**src/rtl/count_event_monitor_if.sv**
```systemverilog
// Event record port of count_event_monitor: valid/ready handshake plus record fields.
// The monitor drives the master side; the checker/scoreboard consumes on the slave side.
interface count_event_monitor_if #(
   parameter int EPOCH_W = 8,
   parameter int TS_W    = 16
);
   logic               evt_valid;
   logic               evt_ready;
   logic [1:0]         evt_kind;
   logic [EPOCH_W-1:0] evt_epoch;
   logic [TS_W-1:0]    evt_ts;

   modport master (output evt_valid, evt_kind, evt_epoch, evt_ts, input evt_ready);
   modport slave  (input evt_valid, evt_kind, evt_epoch, evt_ts, output evt_ready);
endinterface

```
**src/rtl/count_event_monitor.sv**
```systemverilog
// Watches the Counter stage's count, classifies each sampled transition and queues
// timestamped WRAP/CRESET/SKIP/STALL records in a small FIFO.
module count_event_monitor #(
   parameter int CNT_W       = 4,
   parameter int EPOCH_W     = 8,
   parameter int TS_W        = 16,
   parameter int FIFO_DEPTH  = 4,
   parameter int STALL_LIMIT = 8
) (
   input  logic                           clk,
   input  logic                           rst_n,
   input  logic [CNT_W-1:0]               cnt_in_i,
   input  logic                           cnt_en_i,
   input  logic                           clr_overflow_i,
   output logic [$clog2(FIFO_DEPTH):0]    fifo_level_o,
   output logic                           stalled_o,
   output logic                           overflow_o,
   count_event_monitor_if.master          evt_if
);
   localparam int PTR_W = $clog2(FIFO_DEPTH);
   localparam int LVL_W = PTR_W + 1;
   localparam int SC_W  = $clog2(STALL_LIMIT + 1);
   localparam int REC_W = 2 + EPOCH_W + TS_W;

   typedef enum logic [1:0] {
      KIND_WRAP   = 2'b00,
      KIND_CRESET = 2'b01,
      KIND_SKIP   = 2'b10,
      KIND_STALL  = 2'b11
   } evt_kind_e;

   logic [TS_W-1:0]    ts_q;
   logic [EPOCH_W-1:0] epoch_q, epoch_d;
   logic [CNT_W-1:0]   prev_q, prev_d, nxt_s;
   logic               primed_q, primed_d;
   logic [SC_W-1:0]    stall_cnt_q, stall_cnt_d;
   logic               stalled_q, stalled_d;
   logic               overflow_q, overflow_d;
   logic [PTR_W-1:0]   wr_ptr_q, rd_ptr_q;
   logic [LVL_W-1:0]   level_q, level_d;
   logic               valid_q;
   logic [REC_W-1:0]   mem_q [FIFO_DEPTH];
   logic               push_s, pop_s, full_s, accept_s, drop_s;
   evt_kind_e          kind_s;

   // Transition classifier: decides the event and the next baseline/epoch/stall state
   always_comb begin
      epoch_d     = epoch_q;
      prev_d      = prev_q;
      primed_d    = primed_q;
      stall_cnt_d = stall_cnt_q;
      stalled_d   = stalled_q;
      push_s      = 1'b0;
      kind_s      = KIND_WRAP;
      nxt_s       = prev_q + CNT_W'(1);
      if (cnt_en_i) begin
         if (!primed_q) begin
            primed_d = 1'b1;
            prev_d   = cnt_in_i;
         end else if (cnt_in_i == prev_q) begin
            // Saturating count guarantees a single STALL per unchanged episode
            if (stall_cnt_q < SC_W'(STALL_LIMIT)) begin
               stall_cnt_d = stall_cnt_q + SC_W'(1);
               if (stall_cnt_q == SC_W'(STALL_LIMIT - 1)) begin
                  push_s    = 1'b1;
                  kind_s    = KIND_STALL;
                  stalled_d = 1'b1;
               end else begin
                  push_s = 1'b0;
               end
            end else begin
               stall_cnt_d = stall_cnt_q;
            end
         end else begin
            stall_cnt_d = '0;
            stalled_d   = 1'b0;
            prev_d      = cnt_in_i;
            if (cnt_in_i == nxt_s) begin
               if (prev_q == {CNT_W{1'b1}}) begin
                  epoch_d = epoch_q + EPOCH_W'(1);
                  push_s  = 1'b1;
                  kind_s  = KIND_WRAP;
               end else begin
                  push_s = 1'b0;
               end
            end else if (cnt_in_i == '0) begin
               epoch_d = '0;
               push_s  = 1'b1;
               kind_s  = KIND_CRESET;
            end else begin
               push_s = 1'b1;
               kind_s = KIND_SKIP;
            end
         end
      end else begin
         push_s = 1'b0;
      end
   end

   // FIFO control: a push into a full FIFO survives only if the head pops the same cycle
   always_comb begin
      full_s   = (level_q == LVL_W'(FIFO_DEPTH));
      pop_s    = valid_q && evt_if.evt_ready;
      accept_s = push_s && (!full_s || pop_s);
      drop_s   = push_s && full_s && !pop_s;
      level_d  = level_q + LVL_W'(accept_s) - LVL_W'(pop_s);
      if (drop_s) begin
         overflow_d = 1'b1;
      end else if (clr_overflow_i) begin
         overflow_d = 1'b0;
      end else begin
         overflow_d = overflow_q;
      end
   end

   // State and FIFO storage registers
   always_ff @(posedge clk or negedge rst_n) begin
      if (!rst_n) begin
         ts_q        <= '0;
         epoch_q     <= '0;
         prev_q      <= '0;
         primed_q    <= 1'b0;
         stall_cnt_q <= '0;
         stalled_q   <= 1'b0;
         overflow_q  <= 1'b0;
         wr_ptr_q    <= '0;
         rd_ptr_q    <= '0;
         level_q     <= '0;
         valid_q     <= 1'b0;
         for (int i = 0; i < FIFO_DEPTH; i++) begin
            mem_q[i] <= '0;
         end
      end else begin
         ts_q        <= ts_q + TS_W'(1);
         epoch_q     <= epoch_d;
         prev_q      <= prev_d;
         primed_q    <= primed_d;
         stall_cnt_q <= stall_cnt_d;
         stalled_q   <= stalled_d;
         overflow_q  <= overflow_d;
         level_q     <= level_d;
         valid_q     <= (level_d != '0);
         if (accept_s) begin
            mem_q[wr_ptr_q] <= {kind_s, epoch_d, ts_q};
            wr_ptr_q        <= wr_ptr_q + PTR_W'(1);
         end
         if (pop_s) begin
            rd_ptr_q <= rd_ptr_q + PTR_W'(1);
         end
      end
   end

   assign evt_if.evt_valid = valid_q;
   assign evt_if.evt_kind  = mem_q[rd_ptr_q][REC_W-1 -: 2];
   assign evt_if.evt_epoch = mem_q[rd_ptr_q][TS_W +: EPOCH_W];
   assign evt_if.evt_ts    = mem_q[rd_ptr_q][TS_W-1:0];
   assign fifo_level_o     = level_q;
   assign stalled_o        = stalled_q;
   assign overflow_o       = overflow_q;
endmodule

```
**src/flat_wrapper.sv**
```systemverilog
// flat-port wrapper written by rule: the top's interface ports become plain ports
module count_event_monitor_flat 
#(
   parameter int CNT_W       = 4,
   parameter int EPOCH_W     = 8,
   parameter int TS_W        = 16,
   parameter int FIFO_DEPTH  = 4,
   parameter int STALL_LIMIT = 8
)
  (clk, rst_n, cnt_in_i, cnt_en_i, clr_overflow_i, fifo_level_o, stalled_o, overflow_o, evt_if_evt_valid, evt_if_evt_kind, evt_if_evt_epoch, evt_if_evt_ts, evt_if_evt_ready);
  count_event_monitor_if #(.EPOCH_W(EPOCH_W), .TS_W(TS_W)) evt_if_i ();
  input  logic clk;
  input  logic rst_n;
  input  logic [CNT_W-1:0] cnt_in_i;
  input  logic cnt_en_i;
  input  logic clr_overflow_i;
  output logic [$clog2(FIFO_DEPTH):0] fifo_level_o;
  output logic stalled_o;
  output logic overflow_o;
  output wire logic [$bits(evt_if_i.evt_valid)-1:0] evt_if_evt_valid;
  output wire logic [$bits(evt_if_i.evt_kind)-1:0] evt_if_evt_kind;
  output wire logic [$bits(evt_if_i.evt_epoch)-1:0] evt_if_evt_epoch;
  output wire logic [$bits(evt_if_i.evt_ts)-1:0] evt_if_evt_ts;
  input wire logic [$bits(evt_if_i.evt_ready)-1:0] evt_if_evt_ready;
  assign evt_if_evt_valid = evt_if_i.evt_valid;
  assign evt_if_evt_kind = evt_if_i.evt_kind;
  assign evt_if_evt_epoch = evt_if_i.evt_epoch;
  assign evt_if_evt_ts = evt_if_i.evt_ts;
  assign evt_if_i.evt_ready = evt_if_evt_ready;
  count_event_monitor #(.CNT_W(CNT_W), .EPOCH_W(EPOCH_W), .TS_W(TS_W), .FIFO_DEPTH(FIFO_DEPTH), .STALL_LIMIT(STALL_LIMIT)) u_core (.clk(clk), .rst_n(rst_n), .cnt_in_i(cnt_in_i), .cnt_en_i(cnt_en_i), .clr_overflow_i(clr_overflow_i), .fifo_level_o(fifo_level_o), .stalled_o(stalled_o), .overflow_o(overflow_o), .evt_if(evt_if_i));
endmodule
```
**config.mk**
```make
export PLATFORM = sky130hd
export DESIGN_NAME = count_event_monitor_flat
export DESIGN_NICKNAME = d
export VERILOG_FILES = /design/src/rtl/count_event_monitor_if.sv /design/src/rtl/count_event_monitor.sv /design/src/flat_wrapper.sv
export SDC_FILE = /design/constraint.sdc
export NUM_CORES = 1
export LEC_CHECK = 0
export ABC_AREA = 1
export CAP_MARGIN = 0
export CORE_MARGIN = 10
export CORE_UTILIZATION = 60
export DETAILED_ROUTE_END_ITERATION = 6
export PLACE_DENSITY = 0.86
export SYNTH_ARGS = -nofsm -noshare
export SYNTH_HDL_FRONTEND = slang
export SYNTH_SLANG_ARGS = --single-unit
```
**constraint.sdc**
```tcl
create_clock -name clk -period 3.45 [get_ports clk]
set_input_delay 0.5175 -clock clk [delete_from_list [all_inputs] [get_ports clk]]
set_output_delay 0.5175 -clock clk [all_outputs]
set_load 0.01 [all_outputs]
```
Figure 1. Register map, names as in the netlist.
The bar under the picture is 50 um long. Other sequential cells in the stronger grey, the rest of the logic in the fainter grey.
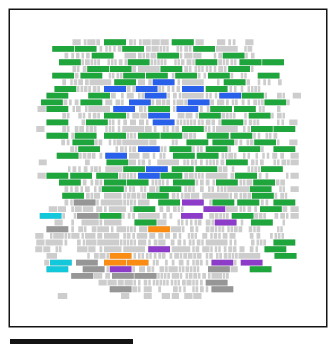
`u_core.ts_q`: in blue, flops 16. `u_core.mem_q`: in green, flops 104. `u_core.epoch_q`: in purple, flops 8. `u_core.stall_cnt_q`: in orange, flops 4. `u_core.fifo_level_o`: in cyan, flops 3.
Another 12 sequential cells are not coloured.
total area of sequential cells: 0.003679 sq mm
flip-flop and latch power: 2290 uW
sequential portion of the cell area: 0.4541
Layout Utilization: 0.7035

Figure 2. Wiring by layer.
Two of the layers only.
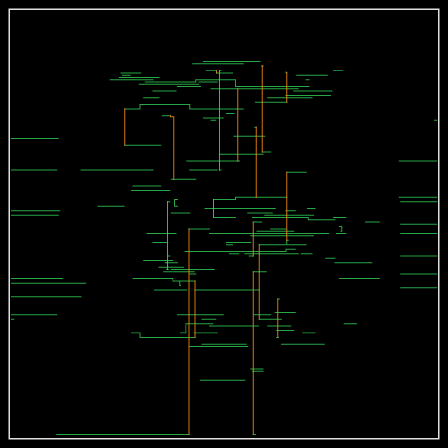
metal 3: in green, wire length 1280 um. metal 4: in orange, wire length 357 um.
vias after detailed routing: 5903
final wirelength: 17.20 mm
Tot GR Track Use: 0.2163
Wirelength per Cell: 16.57 um

==> git commit body <==
Refresh implementation metrics

- The mapped netlist covers 0.007094 sq mm.
- Of all the cell area in the finished design, the clock network holds 0.07305.
- Most frequent logic cells in the routed design: sky130_fd_sc_hd__nand2_1 (306), sky130_fd_sc_hd__dfrtp_1 (147), sky130_fd_sc_hd__nor2_1 (73), sky130_fd_sc_hd__o21ai_0 (63), sky130_fd_sc_hd__inv_1 (50)
- Across all hold checks on the routed design, the worst slack comes to 0.1366 ns.
- Summed over the clock group, the power is 1850 uW.
- In the final layout, the registers with the most flip-flops are u_core.mem_q x104, u_core.ts_q x16, u_core.epoch_q x8.
- The pin closest to its max-slew limit shows a slew of 0.7717 ns.
- The share of total power dissipated in combinational logic is 0.379.
- After floorplanning, the core was sized to cover 0.01152 sq mm.
- Based on the critical path, the design can be clocked at up to 329.8 MHz.
- Pin placement for this block handled 41 I/O pins.
- Of all flip-flops after synthesis, the portion carrying an async set or reset was 1.000.
* Post-synth cell types: 38
- According to the tapcell log, the count of inserted taps is 143.
- Total die size: 0.01657 sq mm
- Result of the run: finished clean
* Type of origin of the critical path: flop
- Count of state elements after synthesis: around 150
- Worst Clk Skew: 0.008628 ns
- The count of nets left with antenna violations once routing finished came out at 0.
* Total internal power: 4236 uW
- After detailed routing, the met2 layer carries 8.417 mm of wire.
- Total power normalized to cell area comes to 823.3 mW/mm^2.
- Quantity of I/O buffers inserted on ports: 40
- Initial drt markers: between 700 and 800
* Share of layout cells above drive strength 1: 0.07263
- Number of fill cells in the layout: 853
* CTS tree: done
- Via density: 5.687
- Post-DP Area: 0.007510 sq mm
- Clock-pin slew was measured on the worst setup and hold paths at about 0.060 ns.
- # clk buffers: 25
- Mapped Avg Cell Area: 8.297 sq um
- Number of max-slew violations in the final report: 0
* Share of total power consumed by net switching: 0.3649
- First drt pass iteration count: 5
* CTS root buffer: sky130_fd_sc_hd__clkbuf_16
* Worst hold-check path type: input pin to asynchronous set/reset pin
* Uppermost metal layer occupied by signal nets: met4
- DR DRC count: 0
- In the per-layer summary, the met1 wirelength comes to about 7 mm.
- Placer congestion estimate: 0.8743
- Per the final report, the share of cell area in non-clock buffers is 0.05853.
* Placement-stage worst setup slack: 0.3032 ns
- STA shows the worst reg2reg path with a cell count of 11.
- The final timing summary puts the cycle share of the worst path at 0.8788.
* Final hold violation count: 0
* Post-layout min period: between 3 and 4 ns
- Summing all non-filler instances in the final layout gives an area of 0.008102 sq mm.
* Maximum clock insertion buffer count: 2
- LEAKAGE: 0.004131 uW
- Of the post-synthesis cell area, the dominant cell type holds 0.5185.
- Overflow after GRT: 0
- FP Util: 0.6160
Figure 3. Logic cells by family.
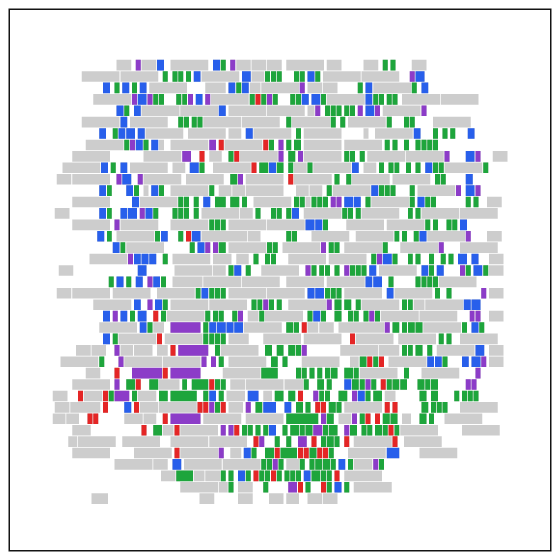
inv cells: in red, cells 56, most used inv_1. aoi and oai cells: in blue, cells 121, most used o21ai_0. nand cells: in green, cells 370, most used nand2_1. nor cells: in purple, cells 84, most used nor2_1, where spread over the die.
combinational fraction of the cell area: 0.3663
Post-Layout Cell Count: 1038

Figure 4. Routing congestion.
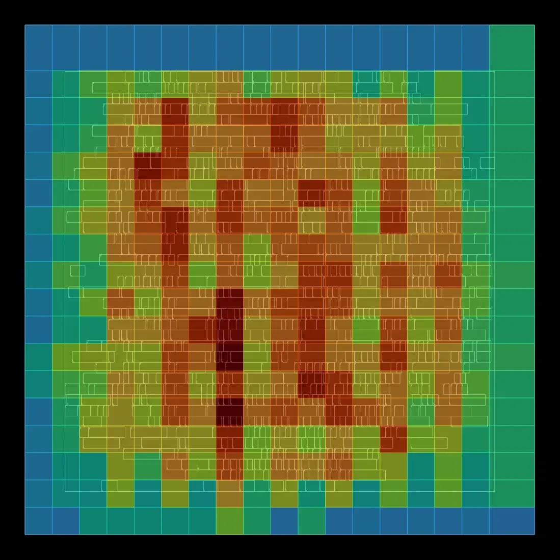
most crowded layer after global routing: met2
met3 Resource Use GR: 0.05380
met2 Use GR: 0.3507
met1 Resource Use GR: 0.2751

-- cells by family after synthesis --
| group | synth area share |
|---|---|
| flip-flops | 0.5185 |
| adder cells (fa/ha/maj) | 0.02046 |
| XOR/XNOR | 0.02346 |
| AND-OR/OR-AND | 0.09294 |
| buffers and inverters | 0.06314 |
| AND/OR/NAND/NOR | 0.2815 |
-- critical path, stage by stage (launching register included) --
cell and delay (ns):
sky130_fd_sc_hd__dfrtp_1 0.35, sky130_fd_sc_hd__clkinv_1 0.50, sky130_fd_sc_hd__buf_12 0.39, sky130_fd_sc_hd__o21ai_0 0.20, sky130_fd_sc_hd__o22ai_1 0.14, sky130_fd_sc_hd__clkdlybuf4s50_1 0.50
No activity file was given, so power comes from the tool's default toggle rates.
